Run 1, wiring by layer:
Drawn at 2 px/um. Only two layers are drawn.
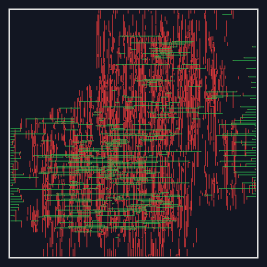
Run 1, placed standard cells:
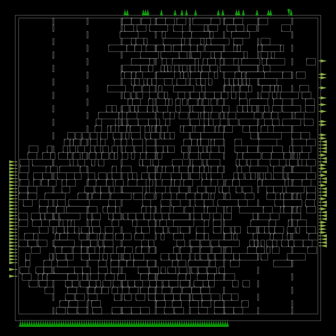
Run 1, ports around the boundary:
Drawn at 4 px/um. Pins as bars across the die edge, other pins in grey.
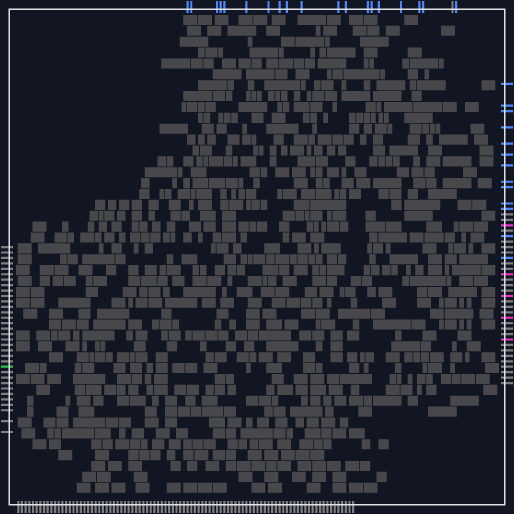
Run 1, port wiring:
Drawn at 2 px/um.
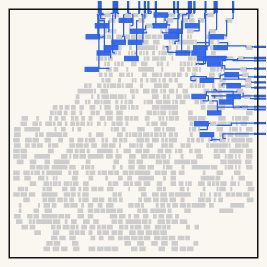
==> config.mk <==
export PLATFORM = sky130hd
export DESIGN_NAME = shift_arbiter
export DESIGN_NICKNAME = d
export VERILOG_FILES = /design/src/rtl/shift_arbiter.sv
export SDC_FILE = /design/constraint.sdc
export NUM_CORES = 1
export LEC_CHECK = 0
export CORE_MARGIN = 1
export CORE_UTILIZATION = 40
export CTS_BUF_LIST = sky130_fd_sc_hd__clkbuf_4 sky130_fd_sc_hd__clkbuf_8 sky130_fd_sc_hd__clkbuf_16
export DETAILED_ROUTE_END_ITERATION = 8
export PLACE_DENSITY_LB_ADDON = 0.3
export SLEW_MARGIN = 20
export SYNTH_ARGS = -nofsm -noshare
export SYNTH_HDL_FRONTEND = slang
export SYNTH_SLANG_ARGS = --single-unit
==> constraint.sdc <==
create_clock -name i_clk -period 8.85 [get_ports i_clk]
set_input_delay 1.77 -clock i_clk [delete_from_list [all_inputs] [get_ports i_clk]]
set_output_delay 1.77 -clock i_clk [all_outputs]
set_load 0.05 [all_outputs]
==> impl_metrics.yaml, run 1 <==
# flow metrics
outcome:
  status: "completed"
logic_synthesis:
  syn_inst: 736
  synth_chip_area_um2: 5910
  avgSynthCellArea_um2: 8.03
  synth_area_um2: 5910
  logic_family: "AND-OR/OR-AND gates"
  syn_nets: 883
  yosys_cells: 736
  ff_type: "dfxtp_1"
  ys_sh_aoi: 0.358
  ys_types: 79
  ys.flops: 40
  yosysWarnings: 0
  fa_ha_area_frac: 0
  async_reset_ff_frac: 0
  mux_area_frac: 0.225
power_and_ir_drop:
  powerSeq_uw: 215
  power_clock_uw: 173
  leakagePower_nw: 2.59
  seqPwrFrac: 0.225
  switching_share: 0.452
  powerDensity_nw_per_um2: 131
  pg_comb_uw: 570
  peakVddDrop_mv: 0.0708
  comb_power_share: 0.595
  p_clk_frac: 0.180
  power.total_uw: 958
final_layout:
  seq_area_um2: 801
  sh_comb_area: 0.640
  comb_cells: 611
  nNonClkInverters: 8
  postLayoutCoreUtil: 0.505
  flops: 40
  buf_share: 0.196
  largest_reg_flops: 32
  nClkBuffers: 5
  final_cell_mix: "clkdlybuf4s50_1, mux2i_1, nand2_1, dfxtp_1"
  lay_top_count: "clkdlybuf4s50_1"
  nets: 962
drt:
  dr.pass1.iters: 5
  wl_met3_um: 2660
  first_iter_violations: 783
  dr.max_layer_used: "met4"
  via_per_inst: 6.89
  wirelength_um: 21400
  wl_met1_um: 9030
  drc: 0
  route.met2.wl_um: 9060
global_route:
  grt_max_degree: 56
  grt_pass1_vias: 6111
  met1_usage: 0.407
  grt_pass1_wl_um: 33100
  gr-usage-met2: 0.409
  busiest_layer: "met2"
job:
  warnings: 80
  maxCapViolCount: 0
setup_path:
  crit_slowest_cell: "clkdlybuf4s50_1"
  r2r_setup_slack_ps: 5290
  critPathBufInv: 3
  arrival_ps: 4070
  slowest_delay_ps: 850
  path_cells: "clkdlybuf4s50_1 > nand2b_2 > buf_4 > nand2_1 > nor3_1 > clkdlybuf4s50_1"
  cp-start-kind: "input pin"
  cp_max_fo: 55
  worst_r2r_path_depth: 9
  cp.depth: 6
  crit_type: "in -> out"
  cpMostUsedCell: "clkdlybuf4s50_1"
  crit_required_ps: 7080
place:
  globalplace.congestion: 0.968
  place_area_um2: 7180
  dp.cells: 992
clock_tree:
  clkTransAtPathRegs_ps: 60
  cts_tree: "yes"
  cts_inserted_buffers: 5
  cts-root-buf: "clkbuf_16"
  h-tree-depth: 2
timing:
  hold_viol_final: 0
  min_period_ps: 5840
  fmaxAchievable_mhz: 171
  finalSetupViolations: 0
  setup_slack_ps: 3010
  maxSlewHeadroom: 0.378
  hold_slack_ps: 467
  rsz0062_at_grt: "false"
  setup_tns_ps: 0
min_path:
  hp-class: "reg -> reg"
  holdPathStages: 1
floorplan:
  fp-utilization: 0.408
  dieArea_um2: 15300
Notes on 'wiring by layer' above:
legend:
  red:
    layer: M2
    wire_length: 9060 um
  green:
    layer: M3
    wire_length: 2660 um
routed len/inst: 21.5 um
routed via count: 6882
gr usage total: 0.280

Notes on 'placed standard cells' above:
Seq/total area: 0.110
TAP cells: 184
Core Box Area: 14500 um2
Layout fillers: 1430
non-filler cells, final: 999

Notes on 'ports around the boundary' above:
legend:
  magenta:
    port: i_req1_tag
    pins: 5
    direction: input
    edge: right
  green:
    port: i_req1_valid
    pins: 1
    direction: input
    edge: left
  blue:
    port: o_rsp_data
    pins: 32
    direction: output
    edge: 19 top, 13 right
Die W: 124 um
Port-buffer cells: 133

Notes on 'port wiring' above:
legend:
  blue:
    port: o_rsp_data
    bits: 32
    direction: output
    edge: 19 top, 13 right
    end_cells: 32
    buffers: 32
    wire: 705 um
# IOs: 188

run 1: synthesized netlist by cell type (4+ instances only):
| cell | number | area share |
|---|---|---|
| buf_6 | 6 | 0.011 |
| a211o_1 | 6 | 0.0089 |
| mux2_2 | 19 | 0.036 |
| a32oi_1 | 5 | 0.0074 |
| nand3_1 | 15 | 0.013 |
| or3b_1 | 15 | 0.022 |
| a22oi_1 | 10 | 0.013 |
| a311oi_1 | 7 | 0.010 |
| a21o_1 | 5 | 0.0064 |
| dfxtp_1 | 40 | 0.14 |
| o2111ai_1 | 13 | 0.019 |
| buf_2 | 40 | 0.034 |
| buf_4 | 8 | 0.010 |
| clkbuf_1 | 20 | 0.013 |
| a21oi_1 | 28 | 0.024 |
| o21ai_0 | 36 | 0.031 |
| mux2i_1 | 67 | 0.11 |
| and3_1 | 9 | 0.0095 |
| o21ai_1 | 15 | 0.013 |
| o31ai_1 | 4 | 0.0051 |
| nand2_1 | 58 | 0.037 |
| o21a_1 | 15 | 0.019 |
| nand4_1 | 16 | 0.017 |
| a221oi_1 | 22 | 0.033 |
| or3b_2 | 8 | 0.012 |
| mux4_2 | 18 | 0.069 |
| nor3b_1 | 9 | 0.011 |
| o22ai_1 | 11 | 0.012 |
| a22o_1 | 5 | 0.0074 |
| inv_1 | 5 | 0.0032 |
| a221o_1 | 7 | 0.012 |
| a31oi_1 | 5 | 0.0053 |
| a211oi_1 | 12 | 0.015 |
| o221ai_1 | 9 | 0.013 |
| nor3_1 | 17 | 0.014 |
| nor4_1 | 6 | 0.0064 |
| a2111oi_0 | 14 | 0.021 |
| nor2_1 | 38 | 0.024 |
| o211ai_1 | 19 | 0.024 |
==> inputs of run 2 (changes only) <==
==> constraint.sdc (replaced) <==
create_clock -name i_clk -period 6 [get_ports i_clk]
set_input_delay 1.2 -clock i_clk [delete_from_list [all_inputs] [get_ports i_clk]]
set_output_delay 1.2 -clock i_clk [all_outputs]
set_load 0.05 [all_outputs]
Run 2, the metal 2 layer:
Drawn at 4 px/um.
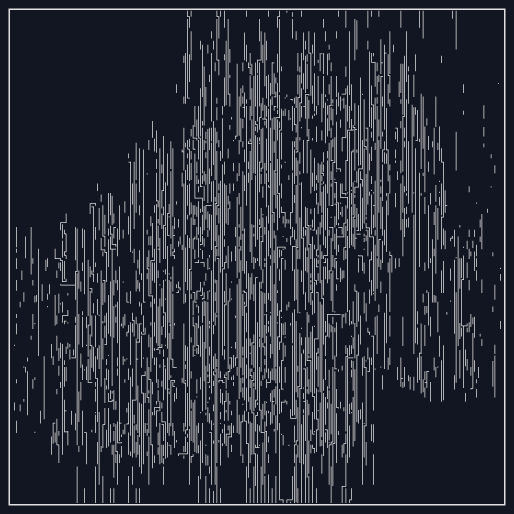
share of all routed wire: 42%
main direction: vertical
wire length on this layer: 9300 um
Total Wirelength: 22000 um
routed via count: 7016
met2 Usage GRT: 0.431

==> impl_metrics.yaml, run 2 <==
# flow metrics
outcome:
  status: "completed"
setup_path:
  crit_required_ps: 6150
  cp-start-kind: "input pin"
  cp_max_fo: 17
  worst_r2r_path_depth: 9
  arrival_ps: 4910
  r2r_setup_slack_ps: 2750
  crit_type: "in -> reg"
logic_synthesis:
  avgSynthCellArea_um2: 8.03
  top_cells_by_area: "dfxtp_1, mux2i_1, mux4_2"
  ys.flops: 40
  syn_inst: 736
  yosys_cells: 736
  yosysWarnings: 0
  logic_family: "AND-OR/OR-AND gates"
  most_common_cell: "mux2i_1"
  mux_area_frac: 0.225
  fa_ha_area_frac: 0
  syn_nets: 883
  ff_type: "dfxtp_1"
  ys_types: 79
  ys_top_cells_by_count: "mux2i_1, nand2_1, buf_2, dfxtp_1, nor2_1"
  async_reset_ff_frac: 0
  ys_sh_aoi: 0.358
power_and_ir_drop:
  power.total_mw: 1.42
  powerDensity_nw_per_um2: 193
  p_clk_frac: 0.179
  leakagePower_nw: 2.62
  switching_share: 0.454
  seqPwrFrac: 0.223
  comb_power_share: 0.598
drt:
  wire_per_inst_um: 21.9
  dr.pass1.iters: 6
  via_per_inst: 6.98
  drc: 0
  first_iter_violations: 792
min_path:
  holdPathStages: 1
  hp-class: "reg -> reg"
global_route:
  grt_pass1_vias: 6056
  grt_use_total: 0.288
  grt_max_degree: 39
  grt_pass1_wl_um: 33900
timing:
  min_period_ps: 4760
  finalSetupViolations: 0
  fmaxAchievable_mhz: 210
  maxSlewHeadroom: 0.410
  setup_tns_ps: 0
  hold_viol_final: 0
  rsz0062_at_grt: "false"
clock_tree:
  clkTransAtPathRegs_ps: 60
  h-tree-depth: 2
  cts_inserted_buffers: 5
  cts_tree: "yes"
floorplan:
  dieArea_um2: 15300
  die_width_um: 124
  ioPinCount: 188
  fp-utilization: 0.408
final_layout:
  postLayoutCoreUtil: 0.509
  nets: 968
  final_cell_mix: "clkdlybuf4s50_1, mux2i_1, nand2_1, dfxtp_1"
  fill_cells: 1422
  largest_reg_flops: 32
  instances_no_fill: 1005
place:
  dp.cells: 998
  globalplace.congestion: 0.982
job:
  warnings: 80
## run 2: cell types whose count changed in the layout (fill, tap and decap cells not counted), sizes merged
cell,before,now
buf,19,24
clkdlybuf4s50,130,131
## run 2: power by group through the flow
stage                     clock network (mW)  registers (mW)  logic [mW]
final                                  0.255           0.317       0.852
after global routing                   0.266           0.321       0.899
after CTS                              0.257           0.318       0.831
after detailed placement                   0           0.324       0.827
after global placement                     0           0.323       0.823
after floorplan                            0           0.435       0.451
## run 2: layout make-up
type | count | area share
clock buffer | 5 | 0.0170
clock inverter | 2 | 0.00170
inverter | 8 | 0.00408
multi-input combinational | 611 | 0.635
sequential | 40 | 0.109
tap | 184 | 0.0313
timing repair buffer | 155 | 0.202
## run 2: logic make-up after synthesis
group / Yosys count
DFF: 40
and+or+nand+nor: 222
AOI/OAI and AO/OA: 283
buffers and inverters: 85
muxes: 106
## run 2: worst max-delay path, stage by stage
cell	delay, ps
clkdlybuf4s50_1	720
nor2_4	530
mux2_2	440
a2111oi_1	700
a2bb2oi_1	250
and3_1	290
mux2i_1	150
a221oi_1	510
o21bai_1	110
## run 2: through the flow
step                      instance area, um2  worst slack, ps  hold slack [ps]
after global placement                  7230             1110              450
after CTS                               7360             1380              466
after floorplan                         5910             1710              505
after global routing                    7360             1040              478
final                                   7360             1240              462
after detailed placement                7230             1070              450
## run 2: layer usage
metal	GRT usage	routed length [um]	up-vias
met4	0.0670	567	0
met3	0.0627	2690	53
met2	0.431	9300	494
met5	0	0	-
met1	0.416	9470	3312
li1	-	-	3157
Power figures rest on the tool's default switching activity, not on a simulated workload.
